### config.mk
export PLATFORM = sky130hd
export DESIGN_NAME = regfile_dump_controller
export DESIGN_NICKNAME = d
export VERILOG_FILES = /design/src/rtl/regfile_dump_controller.sv
export SDC_FILE = /design/constraint.sdc
export NUM_CORES = 1
export LEC_CHECK = 0
export CORE_ASPECT_RATIO = 1.25
export CORE_MARGIN = 3
export CORE_UTILIZATION = 35
export DETAILED_ROUTE_END_ITERATION = 8
export PLACE_DENSITY = 0.65
export SKIP_LAST_GASP = 1
export SLEW_MARGIN = 0
export SYNTH_ARGS = -nofsm -noshare
export SYNTH_HDL_FRONTEND = slang
export SYNTH_SLANG_ARGS = --single-unit
### constraint.sdc
create_clock -name clock -period 2.5 [get_ports clock]
set_input_delay 0.375 -clock clock [delete_from_list [all_inputs] [get_ports clock]]
set_output_delay 0.375 -clock clock [all_outputs]
set_load 0.01 [all_outputs]
### src/rtl/regfile_dump_controller.sv
// Debug dump sequencer: freezes the pipeline and streams the register
// file out through the UART as a header byte followed by 4 bytes per register.
module regfile_dump_controller #(
  parameter int          NUM_REGS    = 32,
  parameter int          SEL_W       = 5,
  parameter logic [7:0]  HEADER_BYTE = 8'hA5
) (
  input  logic             clock,
  input  logic             reset,
  input  logic             dump_start,
  output logic [SEL_W-1:0] reg_sel,
  input  logic [31:0]      reg_data,
  output logic [7:0]       tx_data,
  output logic             tx_start,
  input  logic             tx_done,
  output logic             pipeline_hold,
  output logic             busy,
  output logic             dump_done
);

  typedef enum logic [2:0] {
    IDLE,
    HOLD,
    HDR,
    HDR_WAIT,
    LOAD,
    SEND,
    WAIT,
    FINISH
  } state_t;

  localparam logic [SEL_W-1:0] LAST_SEL = SEL_W'(NUM_REGS - 1);

  state_t      state;
  state_t      state_nxt;
  logic [31:0] shift_q;
  logic [1:0]  byte_cnt;
  logic        last_byte;
  logic        last_reg;

  assign last_byte = (byte_cnt == 2'd3);
  assign last_reg  = (reg_sel == LAST_SEL);

  always_ff @(posedge clock or posedge reset) begin
    if (reset) begin
      state <= IDLE;
    end else begin
      state <= state_nxt;
    end
  end

  always_comb begin
    state_nxt = state;
    unique case (state)
      IDLE:     if (dump_start) state_nxt = HOLD;
      HOLD:     state_nxt = HDR;
      HDR:      state_nxt = HDR_WAIT;
      HDR_WAIT: if (tx_done) state_nxt = LOAD;
      LOAD:     state_nxt = SEND;
      SEND:     state_nxt = WAIT;
      WAIT: begin
        if (tx_done) begin
          if (last_byte && last_reg) begin
            state_nxt = FINISH;
          end else if (last_byte) begin
            state_nxt = LOAD;
          end else begin
            state_nxt = SEND;
          end
        end
      end
      FINISH:   state_nxt = IDLE;
      default:  state_nxt = IDLE;
    endcase
  end

  always_ff @(posedge clock or posedge reset) begin
    if (reset) begin
      reg_sel  <= '0;
      shift_q  <= '0;
      byte_cnt <= '0;
    end else begin
      if (state == IDLE && dump_start) begin
        reg_sel <= '0;
      end
      if (state == LOAD) begin
        shift_q  <= reg_data;
        byte_cnt <= '0;
      end
      if (state == WAIT && tx_done) begin
        shift_q  <= shift_q >> 8;
        byte_cnt <= byte_cnt + 2'd1;
        if (last_byte && !last_reg) begin
          reg_sel <= reg_sel + SEL_W'(1);
        end
      end
    end
  end

  // Outputs decode straight from state so a reset clears them at once.
  always_comb begin
    tx_start      = 1'b0;
    tx_data       = 8'h00;
    pipeline_hold = (state != IDLE);
    busy          = (state != IDLE);
    dump_done     = (state == FINISH);
    unique case (1'b1)
      (state == HDR): begin
        tx_start = 1'b1;
        tx_data  = HEADER_BYTE;
      end
      (state == SEND): begin
        tx_start = 1'b1;
        tx_data  = shift_q[7:0];
      end
      default: ;
    endcase
  end

endmodule

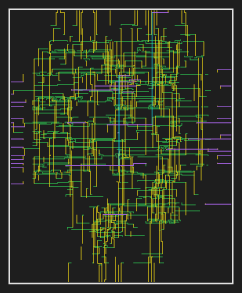
Figure 1: signal wires by layer.
Drawn at 3 px/um.
Key: M3 = purple [wire length 245 um]; M2 = yellow [wire length 2100 um]; M4 = cyan [wire length 67.3 um]; M1 = green [wire length 2010 um]

==> README.md <==
| Group | Item | Reported |
|:---|:---|:---|
| routing | Via total after detailed routing | 1675 |
| clocking | Number of clock sinks | 42 |
| routing | Highest routing layer actually used | met4 |
| yosys | Number of enable flip-flop cells | 0 |
| layout | Most frequent logic cell in the layout | sky130_fd_sc_hd__clkdlybuf4s50_1 |
| yosys | Adder and majority cell fraction of the synthesized area | 1.858% |
| layout | Number of flip-flops and latches | 42 |
| floorplan | Well-tap cell count | 64 |
| clocking | Cell at the root of the clock tree | sky130_fd_sc_hd__clkbuf_8 |
| layout | Non-CTS inverters | 4 |
| yosys | Share of flip-flops with an asynchronous set or reset after synthesis | 100.0% |
| layout | Logic share of the area | 32.43% |
| grt | Met1 Resource Use GR | 19.04% |
| layout | Share of cells above drive strength 1 | 8.527% |
| final timing | Number of setup violations in the final report | 0 |
| layout | Synthesis-to-finish area growth | 32.51% |
| grt | First-pass GRT wire length | 7438 um |
| yosys | Largest cells by area | sky130_fd_sc_hd__dfrtp_1 52%, sky130_fd_sc_hd__a22oi_1 8.9%, sky130_fd_sc_hd__nand2_1 8.4%, sky130_fd_sc_hd__nand3_1 6.7%, sky130_fd_sc_hd__a21oi_1 2.5% |
| setup path | Cell depth of the worst setup path | 4 |
| placement | Detailed placement HPWL | 2906 um |
| yosys | Number of warning messages in the yosys log | 0 |
| run status | Status | complete, no violations |
| final timing | Setup_tns | 0 ps |
| routing | Post-detailed-route count of antenna-violating nets | 0 |
| layout | Most numerous logic cells after layout | 52 x sky130_fd_sc_hd__clkdlybuf4s50_1, 45 x sky130_fd_sc_hd__nand2_1, 40 x sky130_fd_sc_hd__dfrtp_1, 27 x sky130_fd_sc_hd__nand3_1, 24 x sky130_fd_sc_hd__a22oi_1 |
| floorplan | Starting density of the core | 36.62% |
| placement | Final weighted congestion in routability-driven placement | 0.7047 |
| power | Comb group | 957 uW |
| setup path | R2R Path Start | reg_sel[0] |
| routing | Iteration-0 DRC count of the detailed router | 165 |
| yosys | Top_reg_cell synth | sky130_fd_sc_hd__dfrtp_1 |
| layout | Largest Register | shift_q |
| clocking | Resize count post-CTS | 0 |
| yosys | Synthesized area divided by synthesized cell count | 9.532 um^2 |
| yosys | Most popular library cell in the synthesized design by count | sky130_fd_sc_hd__nand2_1 |
| layout | Final standard cell count with taps included and fillers excluded | 322 |
| clocking | H-Tree Level Count | 2 |
| clocking | Hold buffer count at CTS | 0 |
| placement | Placed Area | 2585 um^2 |
| grt | Vias in the first global route | 1615 |
| layout | Largest area class, layout | registers |
| setup path | CP endpoint | tx_data[0] |
| final timing | Hold_ws | 408.6 ps |
| power | Top power group | registers |
| setup path | Critical path required time | 2120 ps |
| power | Share of total power in the clock network | 17.0% |
| layout | Share of the final layout cell area in sequential cells | 39.35% |
| placement | Total placed cells including tap cells | 314 |
| final timing | Highest Clock Rate | 439.7 MHz |
| flow run | Count of warning messages emitted by the tools | 26 |
| setup path | Capturing point of the worst reg2reg path | reg_sel[2] |
| final timing | Fin. max-slew vios | 0 |
| setup path | CP delay by family, top | buffers and inverters |
| power | Peak supply drop | 0.4506 mV |
| final timing | Number of hold-slack violations in the final timing report | 0 |
| power | Cell Int Power | 1648 uW |
| setup path | Nature of the critical path startpoint | register |
| clocking | Number of post-CTS setup repair buffers | 0 |
| routing | TritonRoute pass-1 iters | 4 |
| yosys | Mux area share | 0.5573% |
| power | Final Total Pwr | 2560 uW |
| final timing | Final worst path period need | 2274 ps |
| setup path | Worst reg2reg setup slack | 540 ps |
| placement | Worst slack after detailed placement | 426.9 ps |
| layout | Post-Route Utilization | 48.53% |
| grt | Aggregate global-route resource usage | 13.99% |
| power | Combinational Power Share | 37.4% |
| setup path | Critical path buffer and inverter count | 2 |
| routing | Post-DR wirelength/cell | 13.73 um |
| setup path | Worst Reg2Reg Path Length in Cells | 6 |
| layout | Post-route cell area | 2678 um^2 |
| clocking | Clock Path Buffers | 2 |
| grt | Met3 GRT Util | 3.433% |
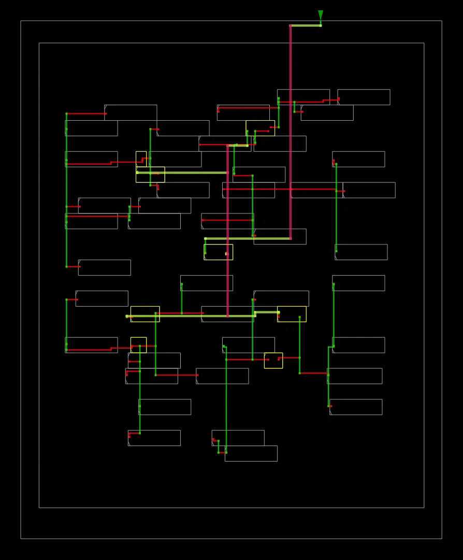
Figure 2: clock wiring as the flow saved it.
number of clock-tree buffers in the layout: 5
clock latency on the worst-skew pair: 300 ps
clock skew: 8.653 ps
number of buffers created by CTS: 5

No activity file was given, so power comes from the tool's default toggle rates.
